<file path="config.mk">
export PLATFORM = sky130hd
export DESIGN_NAME = capturador_pin
export DESIGN_NICKNAME = d
export VERILOG_FILES = /design/src/rtl/capturador_pkg.sv /design/src/rtl/contador_espera.sv /design/src/rtl/capturador_pin.sv
export SDC_FILE = /design/constraint.sdc
export NUM_CORES = 1
export LEC_CHECK = 0
export CORE_MARGIN = 5
export CORE_UTILIZATION = 35
export CTS_CLUSTER_DIAMETER = 60
export DETAILED_ROUTE_END_ITERATION = 8
export PLACE_DENSITY = 0.57
export SYNTH_ARGS = -nofsm -noshare
export SYNTH_HDL_FRONTEND = slang
export SYNTH_SLANG_ARGS = --single-unit
export TNS_END_PERCENT = 20
</file>
<file path="constraint.sdc">
create_clock -name Clk -period 2.5 [get_ports Clk]
set_input_delay 0.75 -clock Clk [delete_from_list [all_inputs] [get_ports Clk]]
set_output_delay 0.75 -clock Clk [all_outputs]
set_load 0.01 [all_outputs]
</file>
<file path="src/rtl/capturador_pkg.sv">
// rtl/capturador_pkg.sv - shared types and constants for the keypad PIN capture stage
//
// Purpose: state encoding, key codes and the default idle PIN code used by
//          capturador_pin and its helpers.
// Contents: estado_t (ESPERA, CAPTURA, PRESENTA), TECLA_BORRAR,
//           TECLA_MAX_DIGITO, PIN_IDLE_DEFECTO, key classification helpers.
package capturador_pkg;

  typedef enum logic [1:0] {
    ESPERA   = 2'd0,
    CAPTURA  = 2'd1,
    PRESENTA = 2'd2
  } estado_t;

  localparam logic [3:0] TECLA_BORRAR     = 4'hA;
  localparam logic [3:0] TECLA_MAX_DIGITO = 4'h9;

  // All-ones can never be a BCD PIN, so it is safe as the idle marker.
  localparam logic [7:0] PIN_IDLE_DEFECTO = 8'hFF;

  function automatic logic es_digito(input logic [3:0] tecla);
    return tecla <= TECLA_MAX_DIGITO;
  endfunction

  function automatic logic es_invalida(input logic [3:0] tecla);
    return tecla > TECLA_BORRAR;
  endfunction

endpackage

</file>
<file path="src/rtl/contador_espera.sv">
// rtl/contador_espera.sv - loadable down-counter with clear and terminal-count flag
//
// Purpose: counts down from a loaded value while enabled; fin is high in any
//          enabled cycle in which the count has reached zero.
// Ports:
//   clk, rst   clock, asynchronous active-high reset
//   cargar     load valor on the next edge
//   valor      load value
//   habilitar  count down on the next edge (saturates at zero)
//   borrar     force the count to zero (wins over cargar)
//   fin        terminal-count flag (habilitar and count == 0)
module contador_espera #(
  parameter int ANCHO = 4
) (
  input  logic             clk,
  input  logic             rst,
  input  logic             cargar,
  input  logic [ANCHO-1:0] valor,
  input  logic             habilitar,
  input  logic             borrar,
  output logic             fin
);

  logic [ANCHO-1:0] cuenta;

  always_ff @(posedge clk or posedge rst) begin
    if (rst) begin
      cuenta <= '0;
    end else if (borrar) begin
      cuenta <= '0;
    end else if (cargar) begin
      cuenta <= valor;
    end else if (habilitar && (cuenta != '0)) begin
      cuenta <= cuenta - 1'b1;
    end
  end

  assign fin = habilitar && (cuenta == '0);

endmodule

</file>
<file path="src/rtl/capturador_pin.sv">
// rtl/capturador_pin.sv - keypad PIN capture stage for the parking-gate controller
//
// Purpose: collects BCD digits while a vehicle is present, assembles them MSD
//          first and presents the PIN for HOLD_CYCLES cycles, then returns Pin
//          to PIN_IDLE. Optional inter-digit timeout when CAPTURADOR_TIMEOUT_EN
//          is defined; without it Expirado is tied low.
// Ports:
//   Clk, Reset      clock, asynchronous active-high reset
//   Vehiculo        vehicle present, enables entry
//   Tecla           key code (0-9 digit, A clear, B-F invalid)
//   Tecla_valida    Tecla sampled this cycle
//   Pin             assembled PIN while presenting, else PIN_IDLE
//   Pin_listo       high while Pin carries an assembled PIN
//   Cuenta_digitos  digits captured in the current entry
//   Tecla_error     one-cycle pulse after an invalid code in CAPTURA
//   Expirado        one-cycle pulse after the timeout discards an entry
module capturador_pin
  import capturador_pkg::*;
#(
  parameter int                  DIGITS         = 2,
  parameter logic [4*DIGITS-1:0] PIN_IDLE       = PIN_IDLE_DEFECTO,
  parameter int                  HOLD_CYCLES    = 4,
  parameter int                  TIMEOUT_CYCLES = 50
) (
  input  logic                         Clk,
  input  logic                         Reset,
  input  logic                         Vehiculo,
  input  logic [3:0]                   Tecla,
  input  logic                         Tecla_valida,
  output logic [4*DIGITS-1:0]          Pin,
  output logic                         Pin_listo,
  output logic [$clog2(DIGITS+1)-1:0]  Cuenta_digitos,
  output logic                         Tecla_error,
  output logic                         Expirado
);

  localparam int ANCHO_PIN    = 4 * DIGITS;
  localparam int ANCHO_CUENTA = $clog2(DIGITS + 1);
  localparam int ANCHO_HOLD   = $clog2(HOLD_CYCLES + 1);

  estado_t                 estado_q, estado_n;
  logic [ANCHO_PIN-1:0]    shift_q, shift_n;
  logic [ANCHO_CUENTA-1:0] cuenta_n;
  logic                    error_n;
  logic                    descartar;
  logic                    cargar_tiempo;
  logic                    vencido;
  logic                    fin_hold;
  logic                    cargar_hold;

  logic tecla_digito;
  logic tecla_borrar;
  logic tecla_invalida;
  logic ultimo_digito;

  assign tecla_digito   = Tecla_valida && es_digito(Tecla);
  assign tecla_borrar   = Tecla_valida && (Tecla == TECLA_BORRAR);
  assign tecla_invalida = Tecla_valida && es_invalida(Tecla);
  assign ultimo_digito  = (Cuenta_digitos == ANCHO_CUENTA'(DIGITS - 1));

  // State register plus all registered outputs.
  always_ff @(posedge Clk or posedge Reset) begin
    if (Reset) begin
      estado_q       <= ESPERA;
      shift_q        <= '0;
      Cuenta_digitos <= '0;
      Pin            <= PIN_IDLE;
      Pin_listo      <= 1'b0;
      Tecla_error    <= 1'b0;
    end else begin
      estado_q       <= estado_n;
      shift_q        <= shift_n;
      Cuenta_digitos <= cuenta_n;
      Pin            <= (estado_n == PRESENTA) ? shift_n : PIN_IDLE;
      Pin_listo      <= (estado_n == PRESENTA);
      Tecla_error    <= error_n;
    end
  end

  // Next-state logic.
  always_comb begin
    estado_n = estado_q;
    unique case (estado_q)
      ESPERA: begin
        if (Vehiculo) estado_n = CAPTURA;
      end
      CAPTURA: begin
        if (!Vehiculo) begin
          estado_n = ESPERA;
        end else if (tecla_digito && ultimo_digito) begin
          estado_n = PRESENTA;
        end
      end
      PRESENTA: begin
        // Vehiculo is only consulted once the hold has run out.
        if (fin_hold) estado_n = Vehiculo ? CAPTURA : ESPERA;
      end
      default: estado_n = ESPERA;
    endcase
  end

  // Datapath / output next values. Priority inside CAPTURA:
  // vehicle gone > digit > clear > invalid key / timeout.
  always_comb begin
    shift_n       = shift_q;
    cuenta_n      = Cuenta_digitos;
    error_n       = 1'b0;
    descartar     = 1'b0;
    cargar_tiempo = 1'b0;
    unique case (estado_q)
      ESPERA: begin
        shift_n  = '0;
        cuenta_n = '0;
      end
      CAPTURA: begin
        if (!Vehiculo) begin
          shift_n  = '0;
          cuenta_n = '0;
        end else if (tecla_digito) begin
          shift_n       = (shift_q << 4) | ANCHO_PIN'(Tecla);
          cuenta_n      = Cuenta_digitos + 1'b1;
          cargar_tiempo = 1'b1;
        end else if (tecla_borrar) begin
          shift_n  = '0;
          cuenta_n = '0;
        end else begin
          error_n = tecla_invalida;
          if (vencido) begin
            descartar = 1'b1;
            shift_n   = '0;
            cuenta_n  = '0;
          end
        end
      end
      PRESENTA: begin
        if (fin_hold) begin
          shift_n  = '0;
          cuenta_n = '0;
        end
      end
      default: begin
        shift_n  = '0;
        cuenta_n = '0;
      end
    endcase
  end

  // Hold timer: loaded with HOLD_CYCLES-1 on the completing edge, so the
  // terminal flag appears on the HOLD_CYCLES-th edge after entry.
  assign cargar_hold = (estado_q != PRESENTA) && (estado_n == PRESENTA);

  contador_espera #(
    .ANCHO(ANCHO_HOLD)
  ) u_hold (
    .clk      (Clk),
    .rst      (Reset),
    .cargar   (cargar_hold),
    .valor    (ANCHO_HOLD'(HOLD_CYCLES - 1)),
    .habilitar(estado_q == PRESENTA),
    .borrar   (1'b0),
    .fin      (fin_hold)
  );

`ifdef CAPTURADOR_TIMEOUT_EN
  localparam int ANCHO_TIEMPO = $clog2(TIMEOUT_CYCLES + 1);

  // Restarted by every accepted digit; only runs with a partial entry.
  contador_espera #(
    .ANCHO(ANCHO_TIEMPO)
  ) u_tiempo (
    .clk      (Clk),
    .rst      (Reset),
    .cargar   (cargar_tiempo),
    .valor    (ANCHO_TIEMPO'(TIMEOUT_CYCLES - 1)),
    .habilitar((estado_q == CAPTURA) && (Cuenta_digitos != '0)),
    .borrar   (estado_q != CAPTURA),
    .fin      (vencido)
  );

  always_ff @(posedge Clk or posedge Reset) begin
    if (Reset) begin
      Expirado <= 1'b0;
    end else begin
      Expirado <= descartar;
    end
  end
`else
  logic unused_tiempo;

  assign vencido       = 1'b0;
  assign Expirado      = 1'b0;
  assign unused_tiempo = cargar_tiempo ^ descartar ^ (TIMEOUT_CYCLES > 0);
`endif

endmodule

</file>
### Clock routing

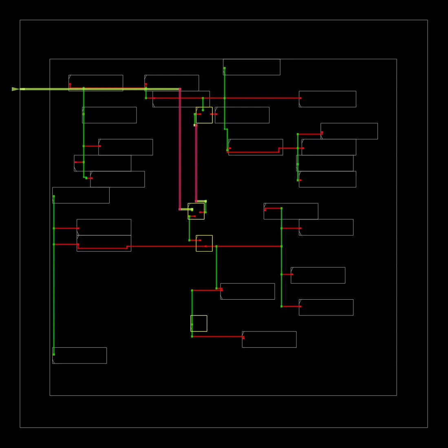
Layout Skew: 0.00502 ns
final-layout clock buffer total: 3

### Routed metal, one colour a layer

Scale: 4 px per um.
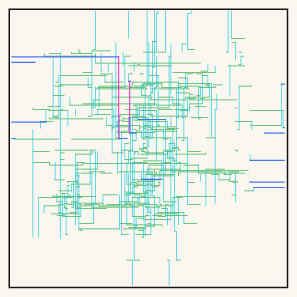
Key: blue = met3 [wire length 87.9 um]; green = met1 [wire length 1150 um]; cyan = met2 [wire length 1200 um]; magenta = met4 [wire length 33.3 um]
average wire per cell in the routed design: 13.6 um
global-route usage over all layers: 0.108
overall routed net length: 2470 um

==> metrics.log <==
[flow] collecting metrics
INFO  metric layout_worst_path_cycle_share = 0.858
INFO  metric layout_top_cells = sky130_fd_sc_hd__clkdlybuf4s50_1 (19), sky130_fd_sc_hd__dfrtp_1 (17), sky130_fd_sc_hd__inv_1 (11), sky130_fd_sc_hd__dfstp_2 (8)
INFO  metric vdd.ir_drop.worst = between 0.2 and 0.3 mV
INFO  metric power.share.switching = 0.340
INFO  metric mappedNetlistArea = around 1200 um^2
INFO  metric cts_sinks = 25
INFO  metric yosys-top-cells-count = sky130_fd_sc_hd__dfrtp_1 (17), sky130_fd_sc_hd__inv_1 (11), sky130_fd_sc_hd__dfstp_2 (8)
INFO  metric drc = 0
INFO  metric outcome = finished, final reports clean
INFO  metric setup_viol = 0
INFO  metric placement.cell_area = 1500 um^2
INFO  metric timing.reg2reg.worst_path_depth = 8
INFO  metric die_h = between 60 and 70 um
INFO  metric max_clock_freq = ~470 MHz
INFO  metric grt.met1_usage = 0.140
INFO  metric finalHoldWorstSlack = between 0.4 and 0.5 ns
INFO  metric synthDominantAreaCellType = sky130_fd_sc_hd__dfrtp_1
INFO  metric netSwitchingPower = about 0.00034 W
INFO  metric routed_via_count_divided_by_cell_count = 4.94
INFO  metric gr-max-usage-layer = met2
INFO  metric crit_path_max_fanout = 1
INFO  metric number_of_failing_hold_endpoints_at_the_final_stage = 0
INFO  metric critical_path_depth = 1
INFO  metric worst_ep_required_time = 1.75 ns
INFO  metric timing.critical_path.from = Pin[4]$_DFF_PP1_
INFO  metric gr-usage-met3 = 0.0232
INFO  metric power_frac_clock = 0.188
INFO  metric power_density = about 650 nW/um^2
INFO  metric hp-class = reg2reg
INFO  metric critical_path.max_stage_delay = between 0.5 and 0.6 ns
INFO  metric post-place-cells = 178
INFO  metric n_fill_cell = approximately 340
INFO  metric num_io_pins = 21
INFO  metric multiInputGateArea = 520 um^2
INFO  metric postLayoutSetupSlackWorst = 0.355 ns
INFO  metric finalPower = between 0.0009 and 0.001 W
INFO  metric fin_area = between 1500 and 2000 um^2
INFO  metric metal_1_wl = 1150 um
INFO  metric cts_tree = yes
INFO  metric iteration_0_drc_markers = 33
INFO  metric post_route_cells_drive_above_1_share = 0.154
INFO  metric layoutNonFillerInstCount = roughly 180
INFO  metric final-max-slew-violation-count = 0
INFO  metric yosys.cell_types.count = 37
INFO  metric yosys.stat.chipArea = 1230 um^2
INFO  metric detailedPlace.worstSlack = about 0.064 ns
INFO  metric reg.largest.list = Pin (8), shift_q (8), u_hold.cuenta (3)
INFO  metric slowest_stage = sky130_fd_sc_hd__dfstp_2
INFO  metric number_of_antenna_violations_at_the_first_check_in_global_routing = 0
INFO  metric synth_flops = 25
INFO  metric leakage = about 0.66 nW
INFO  metric floorplan.core_util = 0.365
INFO  metric core.rowCount = 21
INFO  metric dp_hpwl = approximately 1900 um
INFO  metric ys_dominant_reg_cell = sky130_fd_sc_hd__dfrtp_1
INFO  metric net_count_after_synthesis = between 100 and 150
INFO  metric clock_latency = 0.32 ns
INFO  metric dr_total_vias = 899
INFO  metric met3_wirelength = 87 um
INFO  metric worstReg2RegStart = u_hold.cuenta[0]$_DFFE_PP0P_
INFO  metric yosys.area.top_type_share = 0.347
INFO  metric layout_top_cell_excl_fill_tap = sky130_fd_sc_hd__clkdlybuf4s50_1
INFO  metric cts.hold.buffers_added = 0
INFO  metric worst-r2r-setup-slack = between 0.4 and 0.5 ns
INFO  metric register_area = 636 um^2
INFO  metric grt_pass1_vias = approximately 900
INFO  metric worstPathBufferInverterCount = 1
INFO  metric yosysSeqAreaShare = 0.518
INFO  metric routed-wl-met2 = 1200 um
INFO  metric count_of_tool_warnings = 29
INFO  metric rsz0062_at_grt = false
INFO  metric first_pass_grt_wire_length = 4220 um
INFO  metric min_period = 2.14 ns
INFO  metric seqPwrFrac = 0.485
INFO  metric yosys-stat-cells = 110
INFO  metric capturing_element_type_of_the_critical_path = output pin
INFO  metric cts_resized = 0
INFO  metric overflow = 0
INFO  metric port_buffers = 19
INFO  metric fin_setup_tns = 0 ns
INFO  metric ctsLongestPathBuffers = 2
INFO  metric internal_power = 0.000658 W
INFO  metric edf_count = 0
INFO  metric post-synth-top-count-cell = sky130_fd_sc_hd__dfrtp_1
INFO  metric routabilityCongestion = between 0.8 and 0.9
INFO  metric nets = between 150 and 200
INFO  metric critPathArrivalTime = approximately 1.4 ns
INFO  metric flow.area_growth_from_synthesis = 24.6%
INFO  metric first_pass_iters = 4
INFO  metric number_of_setup_buffers_added_after_cts = 0
INFO  metric n_antenna_cell = 0
INFO  metric avgSynthCellArea = between 10 and 15 um^2
INFO  metric post_synth_main_area_contributors = sky130_fd_sc_hd__dfrtp_1 (35%), sky130_fd_sc_hd__dfstp_2 (17%), sky130_fd_sc_hd__ha_1 (7.1%)
INFO  metric antenna_left = 0
INFO  metric path_clk_slew = between 0.1 and 0.15 ns
INFO  metric worst_reg2reg_path_endpoint = Pin[2]$_DFF_PP1_
INFO  metric met2_usage = 0.173
INFO  metric critical_path.endpoint = Pin[4]
INFO  metric maximum_number_of_pins_on_one_net_before_global_route_repair = 26
INFO  metric startpoint_type = register
INFO  metric synthesis.instances = roughly 110
INFO  metric cap_violations = 0
INFO  metric critical_path.cell_chain = clkdlybuf4s50_1
INFO  metric clk_root_buffer_cell = sky130_fd_sc_hd__clkbuf_4
INFO  metric ys_async_sr_fraction = 1.00
INFO  metric ctsHtreeMaxLevel = 1
INFO  metric chip_area = ~4800 um^2
INFO  metric cts-buffers-inserted = 3
INFO  metric chipWidth = between 60 and 70 um
INFO  metric worst_path_dominant_cell_family = flip-flops
INFO  metric yosys_warnings = 0
INFO  metric fp.coreArea = approximately 3400 um^2
INFO  metric routed.top_layer = met4
INFO  metric power.share.combinational = 0.327
INFO  metric criticalPathCategory = reg2out
### I/O pins on the die edge

Scale: 6 px per um. Pins as bars across the die edge, other pins in grey.
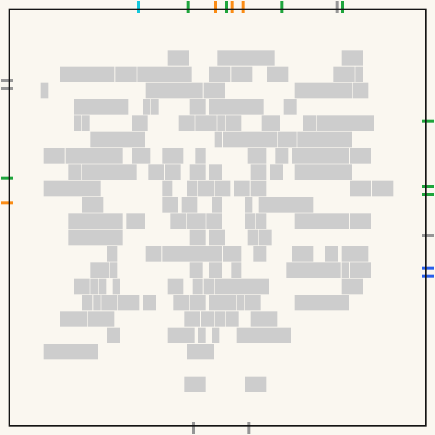
Key: green = Pin [pins 8, direction output, edge 4 top, 3 right, 1 left]; blue = Cuenta_digitos [pins 2, direction output, edge right]; cyan = Pin_listo [pins 1, direction output, edge top]; orange = Tecla [pins 4, direction input, edge 3 top, 1 left]
All pins by edge: 9 top, 6 right, 4 left, 2 bottom.

### Placement density heat map

Scale: 6 px per um. The die is cut into 7 by 7 equal tiles; black is low, pale yellow is high, 0 to 100% covered.
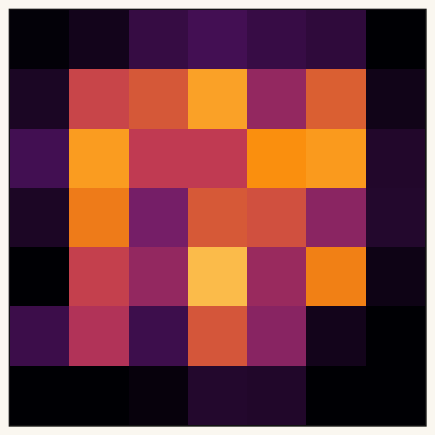
18% of the tiles are nearly empty. 10% of the tiles are over 75% full. The mean over all tiles is 31%. The densest ninth of the die: middle. The fullest tile reaches 85%. The emptiest ninth of the die: bottom right.

how the worst min path moves through the flow:
stage	slack (ns)	startpoint	cells after the start	end
detailed placement	0.48	shift_q[4]$_DFF_PP0_	2	shift_q[4]$_DFF_PP0_
CTS	0.51	shift_q[4]$_DFF_PP0_	2	shift_q[4]$_DFF_PP0_
global placement	0.48	shift_q[4]$_DFF_PP0_	2	shift_q[4]$_DFF_PP0_
global route	0.54	shift_q[4]$_DFF_PP0_	2	shift_q[4]$_DFF_PP0_
finish	0.50	shift_q[4]$_DFF_PP0_	2	shift_q[4]$_DFF_PP0_
floorplan	0.45	shift_q[4]$_DFF_PP0_	2	shift_q[4]$_DFF_PP0_
logic make-up after synthesis:
kind of cell               Yosys count  synth area share
AOI/OAI and AO/OA                   30             0.189
adders and majority gates            7            0.0714
buffers and inverters               15            0.0571
DFF                                 25             0.518
muxes                                2            0.0163
other                                1           0.00306
and+or+nand+nor                     30             0.145
area by class of cell:
class / count / area share
Clock buffer: 3 / 0.0147
Clock inverter: 1 / 0.00491
Inverter: 11 / 0.0270
Multi-Input combinational cell: 70 / 0.341
Sequential cell: 25 / 0.416
Tap cell: 46 / 0.0377
Timing Repair Buffer: 26 / 0.159
power by group through the flow:
| stage | registers, W | logic, W | clock network (W) |
|---|---|---|---|
| finish | 0.000484 | 0.000326 | 0.000187 |
| global route | 0.000489 | 0.000370 | 0.000208 |
| CTS | 0.000483 | 0.000327 | 0.000194 |
| detailed placement | 0.000491 | 0.000325 | 0 |
| global placement | 0.000490 | 0.000315 | 0 |
| floorplan | 0.000487 | 0.000231 | 0 |
worst min-delay path, cell delays in order, from the launching register on:
cell and delay (ns):
sky130_fd_sc_hd__dfrtp_1 0.35, sky130_fd_sc_hd__a22oi_1 0.07, sky130_fd_sc_hd__inv_1 0.05
No activity file was given, so power comes from the tool's default toggle rates.
